zoom.png
Scale bar: 5 um. Region (41, 41) to (61, 61) um. Cells in grey, sequential cells in the stronger grey; small squares are vias.
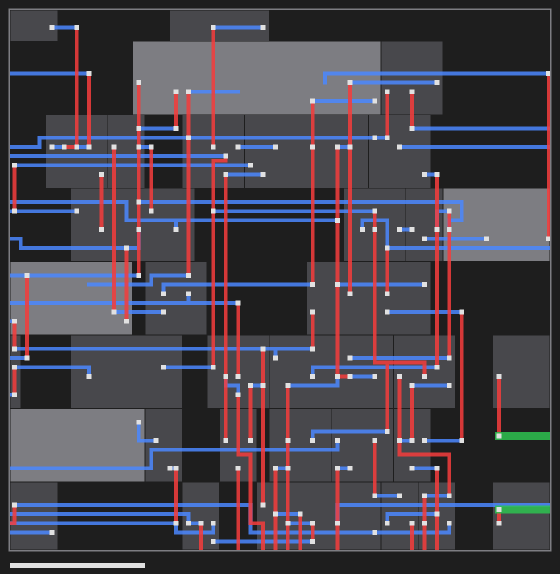
met1.png
Scale bar: 20 um.
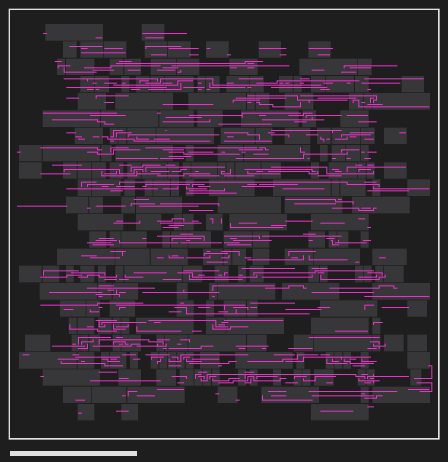
final_congestion.png
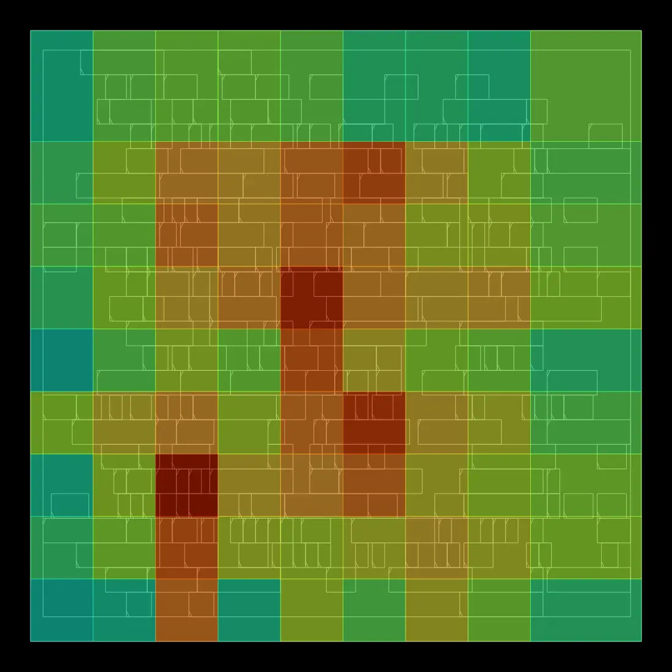
metal_stack.png
Scale bar: 20 um. Two of the layers only.
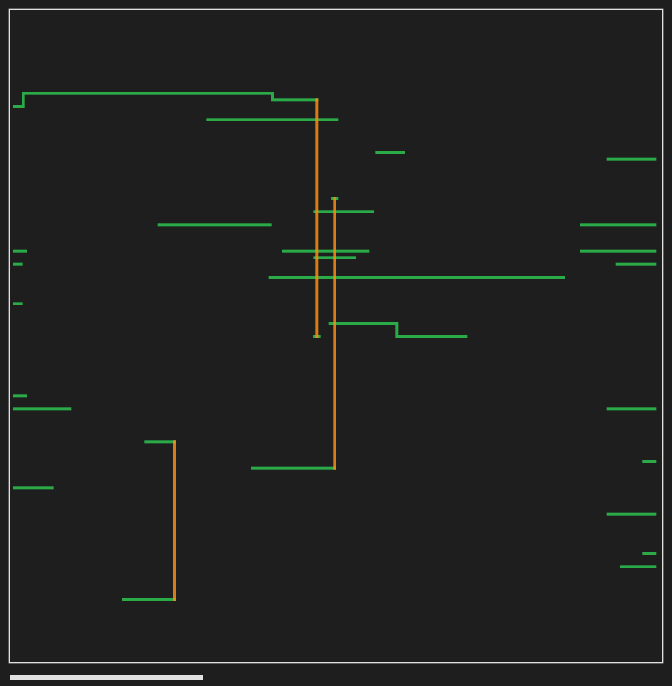
wire_density.png
13 x 13 tiles, from white (low) to dark blue (high), scaled to the fullest tile. Values are wire area over tile area, all layers added.
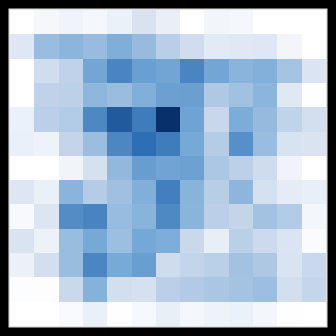
==> config.mk <==
export PLATFORM = sky130hd
export DESIGN_NAME = serial_subtractor_flat
export DESIGN_NICKNAME = d
export VERILOG_FILES = /design/src/rtl/serial_arith_pkg.sv /design/src/rtl/serial_subtractor_if.sv /design/src/rtl/full_subtractor.sv /design/src/rtl/serial_subtractor.sv /design/src/flat_wrapper.sv
export SDC_FILE = /design/constraint.sdc
export NUM_CORES = 1
export LEC_CHECK = 0
export ABC_AREA = 1
export CORE_MARGIN = 1
export CORE_UTILIZATION = 40
export CTS_BUF_LIST = sky130_fd_sc_hd__clkbuf_4
export DETAILED_ROUTE_END_ITERATION = 8
export GPL_ROUTABILITY_DRIVEN = 0
export GPL_TIMING_DRIVEN = 0
export PLACE_DENSITY_LB_ADDON = 0.05
export RECOVER_POWER = 50
export SYNTH_ARGS = -nofsm -noshare
export SYNTH_HDL_FRONTEND = slang
export SYNTH_SLANG_ARGS = --single-unit
==> constraint.sdc <==
create_clock -name clk -period 1.32 [get_ports clk]
set_input_delay 0.132 -clock clk [delete_from_list [all_inputs] [get_ports clk]]
set_output_delay 0.132 -clock clk [all_outputs]
set_load 0.02 [all_outputs]
==> src/rtl/serial_arith_pkg.sv <==
// Shared encodings for the serial arithmetic leaves.
// FSM states and the busy decode used by their control logic.
package serial_arith_pkg;

    typedef enum logic [1:0] {
        ST_IDLE = 2'd0,
        ST_RUN  = 2'd1,
        ST_DONE = 2'd2
    } state_t;

    function automatic logic st_busy(input state_t s);
        return (s == ST_RUN) || (s == ST_DONE);
    endfunction

endpackage

==> src/rtl/serial_subtractor_if.sv <==
// Operand/result handshake bundle for the serial subtractor.
// The master side presents operands and consumes the result.
interface serial_subtractor_if #(
    parameter int WIDTH = 8
);

    logic             in_valid;
    logic             in_ready;
    logic [WIDTH-1:0] in_a;
    logic [WIDTH-1:0] in_b;
    logic             out_valid;
    logic             out_ready;
    logic [WIDTH-1:0] out_diff;
    logic             out_borrow;
    logic             busy;

    modport master (
        output in_valid, in_a, in_b, out_ready,
        input  in_ready, out_valid, out_diff,
        input  out_borrow, busy
    );

    modport slave (
        input  in_valid, in_a, in_b, out_ready,
        output in_ready, out_valid, out_diff,
        output out_borrow, busy
    );

endinterface

==> src/rtl/full_subtractor.sv <==
// One-bit full subtractor: d = a - b - bin, with borrow out.
// Purely combinational bit cell of the serial datapath.
module full_subtractor (
    input  logic a,
    input  logic b,
    input  logic bin,
    output logic d,
    output logic bout
);

    assign d    = a ^ b ^ bin;
    assign bout = (~a & b) | (~(a ^ b) & bin);

endmodule

==> src/rtl/serial_subtractor.sv <==
// Bit-serial A - B, LSB first, one bit per clock.
// Operands and result move over valid/ready handshakes.
module serial_subtractor
    import serial_arith_pkg::*;
#(
    parameter int WIDTH = 8
) (
    input logic              clk,
    input logic              rst_n,
    serial_subtractor_if.slave bus
);

    localparam int CW = $clog2(WIDTH + 1);
    localparam logic [CW-1:0] LAST = CW'(WIDTH - 1);

    state_t           state;
    logic [WIDTH-1:0] a_sr;
    logic [WIDTH-1:0] b_sr;
    logic [WIDTH-1:0] diff;
    logic [CW-1:0]    cnt;
    logic             bw;
    logic             bw_q;
    logic             ov;
    logic             d;
    logic             bout;

    full_subtractor u_fs (
        .a    (a_sr[0]),
        .b    (b_sr[0]),
        .bin  (bw),
        .d    (d),
        .bout (bout)
    );

    assign bus.in_ready   = (state == ST_IDLE);
    assign bus.out_valid  = ov;
    assign bus.out_diff   = diff;
    assign bus.out_borrow = bw_q;
    assign bus.busy       = st_busy(state);

    // diff doubles as the result shift register; it only
    // moves in RUN, so it is stable in DONE and IDLE.
    always_ff @(posedge clk or negedge rst_n) begin
        if (!rst_n) begin
            state <= ST_IDLE;
            a_sr  <= '0;
            b_sr  <= '0;
            diff  <= '0;
            cnt   <= '0;
            bw    <= 1'b0;
            bw_q  <= 1'b0;
            ov    <= 1'b0;
        end else begin
            unique case (state)
                ST_IDLE: begin
                    if (bus.in_valid) begin
                        a_sr  <= bus.in_a;
                        b_sr  <= bus.in_b;
                        bw    <= 1'b0;
                        cnt   <= '0;
                        state <= ST_RUN;
                    end
                end
                ST_RUN: begin
                    diff <= {d, diff[WIDTH-1:1]};
                    a_sr <= a_sr >> 1;
                    b_sr <= b_sr >> 1;
                    bw   <= bout;
                    cnt  <= cnt + 1'b1;
                    if (cnt == LAST) begin
                        bw_q  <= bout;
                        ov    <= 1'b1;
                        state <= ST_DONE;
                    end
                end
                ST_DONE: begin
                    if (bus.out_ready) begin
                        ov    <= 1'b0;
                        state <= ST_IDLE;
                    end
                end
                default: begin
                    ov    <= 1'b0;
                    state <= ST_IDLE;
                end
            endcase
        end
    end

endmodule

==> src/flat_wrapper.sv <==
// flat-port wrapper written by rule: the top's interface ports become plain ports
module serial_subtractor_flat import serial_arith_pkg::*;
#(
    parameter int WIDTH = 8
)
  (clk, rst_n, bus_in_valid, bus_in_a, bus_in_b, bus_out_ready, bus_in_ready, bus_out_valid, bus_out_diff, bus_out_borrow, bus_busy);
  serial_subtractor_if #(.WIDTH(WIDTH)) bus_i ();
  input logic clk;
  input logic rst_n;
  input wire logic [$bits(bus_i.in_valid)-1:0] bus_in_valid;
  input wire logic [$bits(bus_i.in_a)-1:0] bus_in_a;
  input wire logic [$bits(bus_i.in_b)-1:0] bus_in_b;
  input wire logic [$bits(bus_i.out_ready)-1:0] bus_out_ready;
  output wire logic [$bits(bus_i.in_ready)-1:0] bus_in_ready;
  output wire logic [$bits(bus_i.out_valid)-1:0] bus_out_valid;
  output wire logic [$bits(bus_i.out_diff)-1:0] bus_out_diff;
  output wire logic [$bits(bus_i.out_borrow)-1:0] bus_out_borrow;
  output wire logic [$bits(bus_i.busy)-1:0] bus_busy;
  assign bus_i.in_valid = bus_in_valid;
  assign bus_i.in_a = bus_in_a;
  assign bus_i.in_b = bus_in_b;
  assign bus_i.out_ready = bus_out_ready;
  assign bus_in_ready = bus_i.in_ready;
  assign bus_out_valid = bus_i.out_valid;
  assign bus_out_diff = bus_i.out_diff;
  assign bus_out_borrow = bus_i.out_borrow;
  assign bus_busy = bus_i.busy;
  serial_subtractor #(.WIDTH(WIDTH)) u_core (.clk(clk), .rst_n(rst_n), .bus(bus_i));
endmodule
==> impl_metrics.tcl <==
# yosys + openroad results
set metrics [dict create \
    cp-end-kind "register" \
    ys_ff 33 \
    p_comb_w 0.00407 \
    seq-power_w 0.00178 \
    via_per_inst 4.94 \
    die_area_um2 4550 \
    setup_slack_ns -0.0993 \
    drive_above_1_share_pct 39.8 \
    async_flop_share_pct 100 \
    slew_headroom_pct 44.2 \
    pre_cts_slack_ns -0.159 \
    yosys_cells 187 \
    cp-startpoint "u_core.state[1]" \
    worstHoldStart "bus_in_a[7]" \
    nets 271 \
    clock-root-buffer "clkbuf_4" \
    grt_max_degree 34 \
    tns_ns -1.34 \
    firstDrtPassIters 4 \
    top_cell "nand2_1" \
    pin_count 32 \
    finalSetupViolations 20 \
    clock-sinks 33 \
    ys_sh_adder_pct 4.82 \
    cts_inserted_buffers 5 \
    hold_end "u_core.a_sr[7]" \
    pwr-share-comb_pct 63.1 \
    netlist_area_um2 1710 \
    hold_path.class "input pin to register" \
    cts_tree "done" \
    min_path_cells 3 \
    ys_top_cells_by_count "79 x nand2_1, 33 x dfrtp_1, 12 x o211ai_2, 10 x inv_1, 9 x or2_1" \
    synth-compound-area-share_pct 12.9 \
    place_area_um2 2100 \
    grt_pass1_wl_mm 6.83 \
    area_leaders "dfrtp_1 48%, nand2_1 17%, o211ai_2 8.8%, ha_1 3.7%, or2_1 3.3%" \
    slew_viol_final 0 \
    simple_gate_share_pct 26.1 \
    critPathLaunchType "register" \
    design_area_um2 2530 \
    rsz0062_at_grt "true" \
    core_area_um2 4060 \
    min_period_ns 1.42 \
    drc 0 \
    rrSetupSlack_ns -0.1 \
    fillers 318 \
    highest_layer "met4" \
    grt_pass1_vias 1434 \
    ir_drop_mv 1.30 \
    tightest_slew_ns 0.837 \
    top_area_share_pct 48.2 \
    synth_cells 187 \
    fin_skew_ns 0.00984 \
    status "finished, violations left" \
    num_antenna_cells 0 \
    io_buffers 31 \
    ff2ff_path_depth 9 \
    p_seq_share_pct 27.6 \
    antenna_found_initial 0 \
    htreeDepth 2 \
    worstPathArrival_ns 1.66 \
    hold_viol_final 0 \
    antenna_left 0 \
    yosys_warnings 0 \
    drtIter0Drc 73 \
    wl_met2_mm 1.97 \
    busiest_layer "met2" \
    sw_frac_of_total_pct 43.7 \
    critPathKind "register to register" \
    endpoint "u_core.cnt[0]" \
    mux_share_pct 0 \
    drv_cap 0 \
    path_clk_slew_ns 0.12 \
    powerClk_w 0.000597 \
    synth_top_flop_cell "dfrtp_1" \
    finalCritPeriodShare_pct 108 \
    area_growth_pct 47.5 \
    top_area_cell "dfrtp_1" \
    tool_warnings 31 \
    ys_chip_area_um2 1710 \
    worstPathRequired_ns 1.56 \
    die_y_um 67.4 \
    path_max_fanout 7 \
    synthTopLogicFamily "simple AND/OR/NAND/NOR gates" \
    synth_seq_share_pct 48.2 \
    xor_share_pct 0 \
    wl_met3_um 195 \
    r2r_end "u_core.cnt[0]" \
    synth.distinct_cells 23 \
    grt_use_met3_pct 5.74 \
    max_freq_ghz 0.705 \
    floorplan.nets 213 \
    violations "negative setup slack" \
    power_frac_clock_pct 9.3 \
    insertion_delay_ns 0.35 \
    p_leak_nw 1.25 \
    p_int_w 0.00363 \
    place_hpwl_mm 2.48 \
    fp-utilization_pct 42.2 \
    die_w_um 67.4 \
]
Notes on zoom.png above:
Key: blue = met1; red = met2; green = met3
29 logic cells have their middle in the window. Sequential cells in the window: 2. Netlist names of flops here include `u_core.a_sr` (1), `u_core.b_sr` (1). Most frequent: nand2_1 (7), nand2_2 (6), o211ai_2 (5).

Notes on met1.png above:
239 nets have wire on it. The layer carries 1990 um of wire. The layer holds 47% of the routed length.
M1 GR Usage: 27.1%
vias: 1462
routed wire length: 4.23 mm

Notes on final_congestion.png above:
Avg WL per Cell: 14.3 um
final core utilization: 62.3%
Total Routing Usage GR: 21.3%
M2 GR Usage: 34.0%

Notes on metal_stack.png above:
Key: orange = met4 [wire length 68.7 um]; green = met3 [wire length 195 um]

Notes on wire_density.png above:
18% of the tiles are over half the peak. The fullest tile reaches 0.51. The mean over all tiles is 0.15.

-- timing repair --
item                       4_1_cts  5_1_grt
pin swaps                       13       11
buffers inserted                10        5
cloned                           4        1
setup endpoints to repair       44       35
gates resized                   59       25
hold endpoints to repair        33        0
hold buffers                     1        0
-- area by class of cell --
cell class	count	area, um^2	area share (%)
multi-input combinational	133	890	35.2
sequential	33	826	32.7
timing repair buffer	51	520	20.6
buffer	8	114	4.51
tap	50	62.6	2.48
inverter	13	58.8	2.33
clock buffer	5	37.5	1.49
clock inverter	3	17.5	0.693
-- worst max-delay path, cell delays in order (launching register included) --
cell	delay, ns
dfrtp_1	0.41
inv_2	0.10
buf_6	0.10
ha_4	0.20
nand2_4	0.09
nand2_8	0.12
inv_8	0.05
buf_4	0.13
nand2_2	0.04
o21ai_1	0.07
-- metrics by stage --
step / power [W] / std cells / hold WS (ns) / util, %
after global routing: 0.00693 / 296 / 0.350 / 62.3
final: 0.00644 / 296 / 0.352 / 62.3
after floorplan: 0.00382 / 187 / -0.164 / -
after detailed placement: 0.00460 / 268 / 0.251 / 51.6
after CTS: 0.00601 / 291 / 0.357 / 59.2
after global placement: 0.00452 / 268 / 0.456 / 51.8
-- placed cells by master, fill, tap and decap left out, drive strengths merged, types with 4 or more instances in the layout --
| cell type | synthesis | final |
|---|---|---|
| nand2 | 82 | 82 |
| dfrtp | 33 | 33 |
| buf | 8 | 28 |
| clkdlybuf4s50 | 0 | 18 |
| inv | 13 | 13 |
| o211ai | 12 | 12 |
| dlygate4sd2 | 0 | 10 |
| or2 | 10 | 10 |
| clkbuf | 0 | 7 |
| o21ai | 7 | 7 |
| nand3 | 7 | 7 |
| ha | 5 | 5 |
| nor2 | 4 | 4 |
| a21oi | 4 | 4 |
Power and IR drop assume default switching activity.
